cell_density.png
Drawn at 4 px/um. The die is cut into 7 by 7 equal tiles; white is low, dark blue is high, 0 to 100% covered.
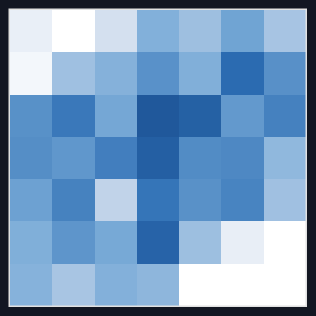
wires.png
Drawn at 8 px/um. Two of the layers only.
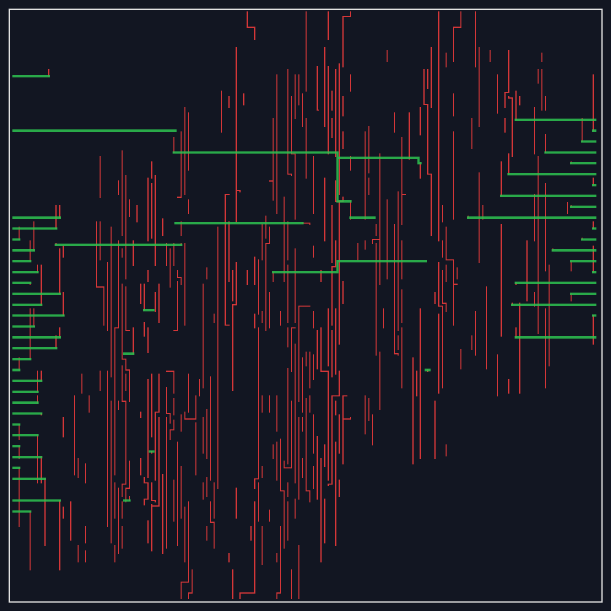
power_grid.png
Drawn at 6 px/um. Pins as bars on the die edge.
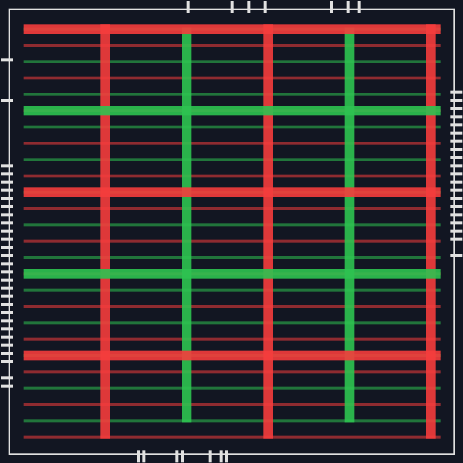
clk_routes.png
Drawn at 8 px/um.
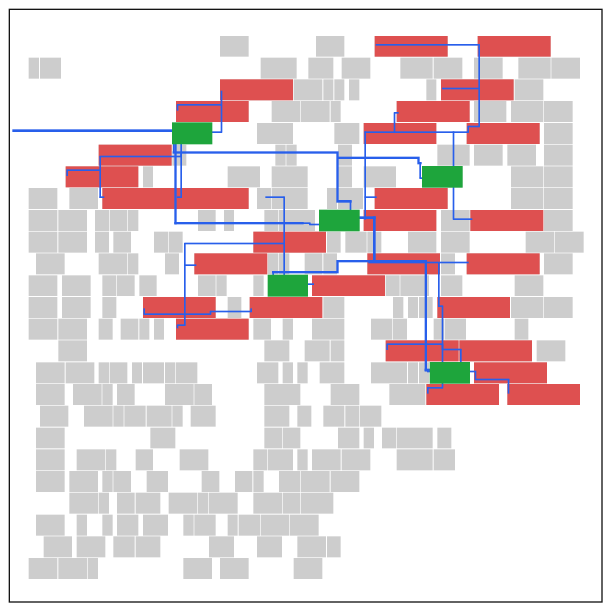
## config.mk

```make
export PLATFORM = sky130hd
export DESIGN_NAME = mult_arbiter
export DESIGN_NICKNAME = d
export VERILOG_FILES = /design/src/rtl/mult_arb_pkg.sv /design/src/rtl/mult_rr_pick.sv /design/src/rtl/mult_arbiter.sv
export SDC_FILE = /design/constraint.sdc
export NUM_CORES = 1
export LEC_CHECK = 0
export CORE_MARGIN = 2
export CORE_UTILIZATION = 38
export CTS_CLUSTER_SIZE = 28
export DETAILED_ROUTE_END_ITERATION = 8
export GPL_TIMING_DRIVEN = 0
export MAX_ROUTING_LAYER = met4
export PLACE_DENSITY = 0.74
export SYNTH_ARGS = -nofsm -noshare
export SYNTH_HDL_FRONTEND = slang
export SYNTH_SLANG_ARGS = --single-unit
```

## constraint.sdc

```tcl
create_clock -name clk -period 3.52 [get_ports clk]
set_input_delay 0.704 -clock clk [delete_from_list [all_inputs] [get_ports clk]]
set_output_delay 0.704 -clock clk [all_outputs]
set_load 0.02 [all_outputs]
```

## src/rtl/mult_arb_pkg.sv

```systemverilog
// Shared types and constants for the multiplier arbiter.
package mult_arb_pkg;

    typedef enum logic [1:0] {
        IDLE,
        ISSUE,
        WAIT,
        RESP
    } state_e;

    localparam int unsigned DEFAULT_TIMEOUT = 64;

    // Width of a requester index; never narrower than one bit.
    function automatic int unsigned id_width(input int unsigned n);
        return (n > 1) ? $clog2(n) : 1;
    endfunction

endpackage

```

## src/rtl/mult_rr_pick.sv

```systemverilog
// Rotate-priority picker: first set request bit starting at ptr, wrapping mod NREQ.
module mult_rr_pick
    import mult_arb_pkg::*;
#(
    parameter int unsigned NREQ = 3,
    parameter int unsigned IDW  = id_width(NREQ)
) (
    input  logic [NREQ-1:0] req,
    input  logic [IDW-1:0]  ptr,
    output logic [IDW-1:0]  grant,
    output logic            any
);

    // Walk the request vector from ptr onward and keep the first hit.
    always_comb begin
        logic [IDW-1:0] idx;
        grant = '0;
        any   = 1'b0;
        idx   = '0;
        for (int unsigned i = 0; i < NREQ; i++) begin
            idx = IDW'((32'(ptr) + i) % NREQ);
            if (!any && req[idx]) begin
                grant = idx;
                any   = 1'b1;
            end
        end
    end

endmodule

```

## src/rtl/mult_arbiter.sv

```systemverilog
// Round-robin arbiter sharing one multiplier among NREQ requesters, one
// operation in flight. Optional WAIT-state timeout: MULT_ARB_TIMEOUT_EN.
module mult_arbiter
    import mult_arb_pkg::*;
#(
    parameter int unsigned WIDTH   = 4,
    parameter int unsigned NREQ    = 3,
    parameter int unsigned TIMEOUT = DEFAULT_TIMEOUT
) (
    input  logic                    clk,
    input  logic                    rst_n,
    input  logic [NREQ-1:0]         req_valid,
    input  logic [NREQ*WIDTH-1:0]   req_a,
    input  logic [NREQ*WIDTH-1:0]   req_b,
    output logic [NREQ-1:0]         req_ready,
    output logic [NREQ-1:0]         rsp_valid,
    output logic [2*WIDTH-1:0]      rsp_p,
    output logic                    rsp_err,
    output logic [WIDTH-1:0]        m_a,
    output logic [WIDTH-1:0]        m_b,
    output logic                    m_i_valid,
    input  logic                    m_ready,
    input  logic [2*WIDTH-1:0]      m_p,
    input  logic                    m_o_valid
);

    localparam int unsigned IDW = id_width(NREQ);

    if (NREQ < 2 || TIMEOUT < 2) begin : g_param_check
        $error("mult_arbiter: NREQ and TIMEOUT must both be at least 2");
    end

    state_e             state, state_n;
    logic [IDW-1:0]     rr_ptr, rr_ptr_n;
    logic [IDW-1:0]     owner, owner_n;
    logic [IDW-1:0]     pick_id;
    logic               pick_any;
    logic [NREQ-1:0]    req_ready_n, rsp_valid_n;
    logic [2*WIDTH-1:0] rsp_p_n;
    logic [WIDTH-1:0]   m_a_n, m_b_n;
    logic               m_i_valid_n;

`ifdef MULT_ARB_TIMEOUT_EN
    localparam int unsigned TW = $clog2(TIMEOUT);
    logic [TW-1:0]      wait_cnt, wait_cnt_n;
    logic               rsp_err_n;
`endif

    mult_rr_pick #(
        .NREQ (NREQ),
        .IDW  (IDW)
    ) u_pick (
        .req   (req_valid),
        .ptr   (rr_ptr),
        .grant (pick_id),
        .any   (pick_any)
    );

    // State register.
    always_ff @(posedge clk or negedge rst_n) begin
        if (!rst_n) state <= IDLE;
        else        state <= state_n;
    end

    // Next-state and next-output decode; every output is a registered copy.
    always_comb begin
        state_n     = state;
        rr_ptr_n    = rr_ptr;
        owner_n     = owner;
        req_ready_n = '0;
        rsp_valid_n = '0;
        rsp_p_n     = rsp_p;
        m_a_n       = m_a;
        m_b_n       = m_b;
        m_i_valid_n = m_i_valid;
`ifdef MULT_ARB_TIMEOUT_EN
        rsp_err_n   = 1'b0;
        wait_cnt_n  = '0;
`endif
        case (state)
            IDLE: begin
                if (pick_any) begin
                    req_ready_n[pick_id] = 1'b1;
                    m_a_n       = req_a[pick_id*WIDTH +: WIDTH];
                    m_b_n       = req_b[pick_id*WIDTH +: WIDTH];
                    owner_n     = pick_id;
                    m_i_valid_n = 1'b1;
                    state_n     = ISSUE;
                end
            end
            ISSUE: begin
                if (m_i_valid && m_ready) begin
                    m_i_valid_n = 1'b0;
                    state_n     = WAIT;
                end
            end
            WAIT: begin
                if (m_o_valid) begin
                    rsp_p_n            = m_p;
                    rsp_valid_n[owner] = 1'b1;
                    state_n            = RESP;
                end
`ifdef MULT_ARB_TIMEOUT_EN
                else if (wait_cnt == TW'(TIMEOUT - 1)) begin
                    rsp_p_n            = '0;
                    rsp_err_n          = 1'b1;
                    rsp_valid_n[owner] = 1'b1;
                    state_n            = RESP;
                end else begin
                    wait_cnt_n = wait_cnt + 1'b1;
                end
`endif
            end
            RESP: begin
                rr_ptr_n = (owner == IDW'(NREQ - 1)) ? '0 : owner + 1'b1;
                state_n  = IDLE;
            end
            default: state_n = IDLE;
        endcase
    end

    // Datapath and output registers.
    always_ff @(posedge clk or negedge rst_n) begin
        if (!rst_n) begin
            rr_ptr    <= '0;
            owner     <= '0;
            req_ready <= '0;
            rsp_valid <= '0;
            rsp_p     <= '0;
            m_a       <= '0;
            m_b       <= '0;
            m_i_valid <= 1'b0;
        end else begin
            rr_ptr    <= rr_ptr_n;
            owner     <= owner_n;
            req_ready <= req_ready_n;
            rsp_valid <= rsp_valid_n;
            rsp_p     <= rsp_p_n;
            m_a       <= m_a_n;
            m_b       <= m_b_n;
            m_i_valid <= m_i_valid_n;
        end
    end

`ifdef MULT_ARB_TIMEOUT_EN
    // WAIT-cycle counter and the timeout flag that accompanies rsp_valid.
    always_ff @(posedge clk or negedge rst_n) begin
        if (!rst_n) begin
            wait_cnt <= '0;
            rsp_err  <= 1'b0;
        end else begin
            wait_cnt <= wait_cnt_n;
            rsp_err  <= rsp_err_n;
        end
    end
`else
    assign rsp_err = 1'b0;
`endif

endmodule

```

==> impl_metrics.tcl <==
# yosys + openroad results
set metrics [dict create \
    status "finished clean" \
    num-nonclk-inverters 14 \
    cts_root_buf "clkbuf_8" \
    grt_use_total 0.187 \
    top_layer "met4" \
    seq_share 0.276 \
    antennaDiodeCount 0 \
    synth_cells 193 \
    drt-met1-wl_um 2090 \
    ys_warn_count 0 \
    slowest_delay_ns 0.56 \
    ios 63 \
    cts_resized 0 \
    worstMarginPinSlew_ns 0.727 \
    signal_buffer_area_fraction 0.254 \
    cts_setup_buffers 0 \
    sh_comb_area 0.387 \
    antenna_found_initial 0 \
    ys_area_um2 1860 \
    path_clk_slew_ns 0.06 \
    syn-mean-instance-area_um2 9.62 \
    intPower_mw 1.26 \
    fillers 428 \
    mi_logic_area_um2 1020 \
    top_cell "dfrtp_1" \
    power_leader "combinational logic" \
    yosys_most_used_dff "dfrtp_1" \
    reg2reg_to "state[1]$_DFFE_PN0P_" \
    io_buffers 61 \
    largest_area_cell "dfrtp_1" \
    worst_ep_arrival_time_ns 2.86 \
    htreeDepth 2 \
    taps 67 \
    ys.flops 29 \
    cts_tree "done" \
    power_sequential_uw 582 \
    swShare 0.433 \
    synthSimpleGateAreaFrac 0.148 \
    top_area_frac 0.391 \
    rsz0062_at_grt "no" \
    async_flop_share 1.00 \
    pg_comb_mw 1.38 \
    largest_register_ffs 8 \
    crit_slowest_cell "clkdlybuf4s50_1" \
    top_cells_by_count "dfrtp_1 (29), o21ai_0 (15), inv_1 (14), nor2_1 (13)" \
    worstSetupStartpointType "primary input" \
    wl_met3_um 314 \
    yosysCellCount 193 \
    grt_util_met3 0.0604 \
    nNonClkBuffers 72 \
    busiest_layer "met2" \
    syn_nets 241 \
    grt_max_degree 30 \
    seq_area_frac_synth 0.391 \
    yosysUniqueCellTypes 41 \
    mux_share 0.125 \
    fin_util 0.557 \
    xor_share 0 \
    max-slew-margin-rel 0.516 \
    chipArea_um2 5460 \
    cp_max_fo 7 \
    max_freq_mhz 370 \
    viasPerCell 5.17 \
    final_antenna_net_count 0 \
    slew_violations 0 \
    drt_iter0_markers 72 \
    crit_chain "clkdlybuf4s50_1 -> mux2i_1 -> o221a_1 -> and2_4 -> buf_6 -> a222oi_1 -> mux2_1" \
    nets 309 \
    overflow 0 \
    hold_violations 0 \
    lay_top_count "clkdlybuf4s50_1" \
    warning_count 33 \
    gp_congestion 0.918 \
    aoi_share 0.212 \
    cp.required_ns 3.68 \
    fa_ha_area_frac 0.0606 \
    cp-endpoint "state[1]$_DFFE_PN0P_" \
    grt_use_met2 0.297 \
    critical_path.top_delay_family "AND-OR/OR-AND gates" \
    wl_per_cell_um 13.7 \
    reg2regPathDepth 9 \
    fin_crit_ns 2.71 \
    edf_count 0 \
    ctsLongestPathBuffers 2 \
    synthTopLogicFamily "AND-OR/OR-AND gates" \
    setup-tns-final_ns 0 \
    drive_gt1_frac 0.0992 \
    dp_worst_setup_slack_ns 0.541 \
]
About cell_density.png:
tiles over 75% full: 10%
mean over tiles: 47%
nearly empty tiles: 10%
emptiest ninth of the die: lower right
densest ninth of the die: center

About wires.png:
legend:
  red:
    layer: metal 2
    wire_length: 2,030 um
  green:
    layer: metal 3
    wire_length: 315 um

About power_grid.png:
legend:
  green:
    net: VDD
  red:
    net: VSS
met1 rails: 26
rows: 25
worst IR drop on VDD: 0.488 mV
vertical die size: 73.9 um
total core area: 4720 um2
Die Wd: 73.9 um

About clk_routes.png:
legend:
  blue:
    item: clock wires
    length: 366 um
  green:
    item: clock drivers
    count: 5
  red:
    item: flip-flops
    count: 29
routed clock nets: 6
clk latency late pin: 0.28 ns
P_clk: 255 uW
clock skew: 0.00338 ns
Clk pwr share: 0.115

-- cells by family (layout without fill, tap and decap cells) --
| kind of cell | after synthesis | after routing |
|---|---|---|
| flip-flops | 29 | 29 |
| other | 1 | 1 |
| buffers and inverters | 25 | 94 |
| multiplexers | 22 | 22 |
| AND-OR/OR-AND | 55 | 55 |
| adder cells (fa/ha/maj) | 9 | 9 |
| AND/OR/NAND/NOR | 52 | 52 |
-- per-stage QoR --
step	std cells	total power [mW]	cell area (um2)	hold WS, ns
3_5_place_dp	321	1.98	2550	0.492
3_3_place_gp	321	1.94	2550	0.486
5_1_grt	329	2.41	2630	0.486
6_report	329	2.22	2630	0.439
4_1_cts	329	2.24	2630	0.507
2_1_floorplan	193	1.49	1860	0.408
No activity file was given, so power comes from the tool's default toggle rates.
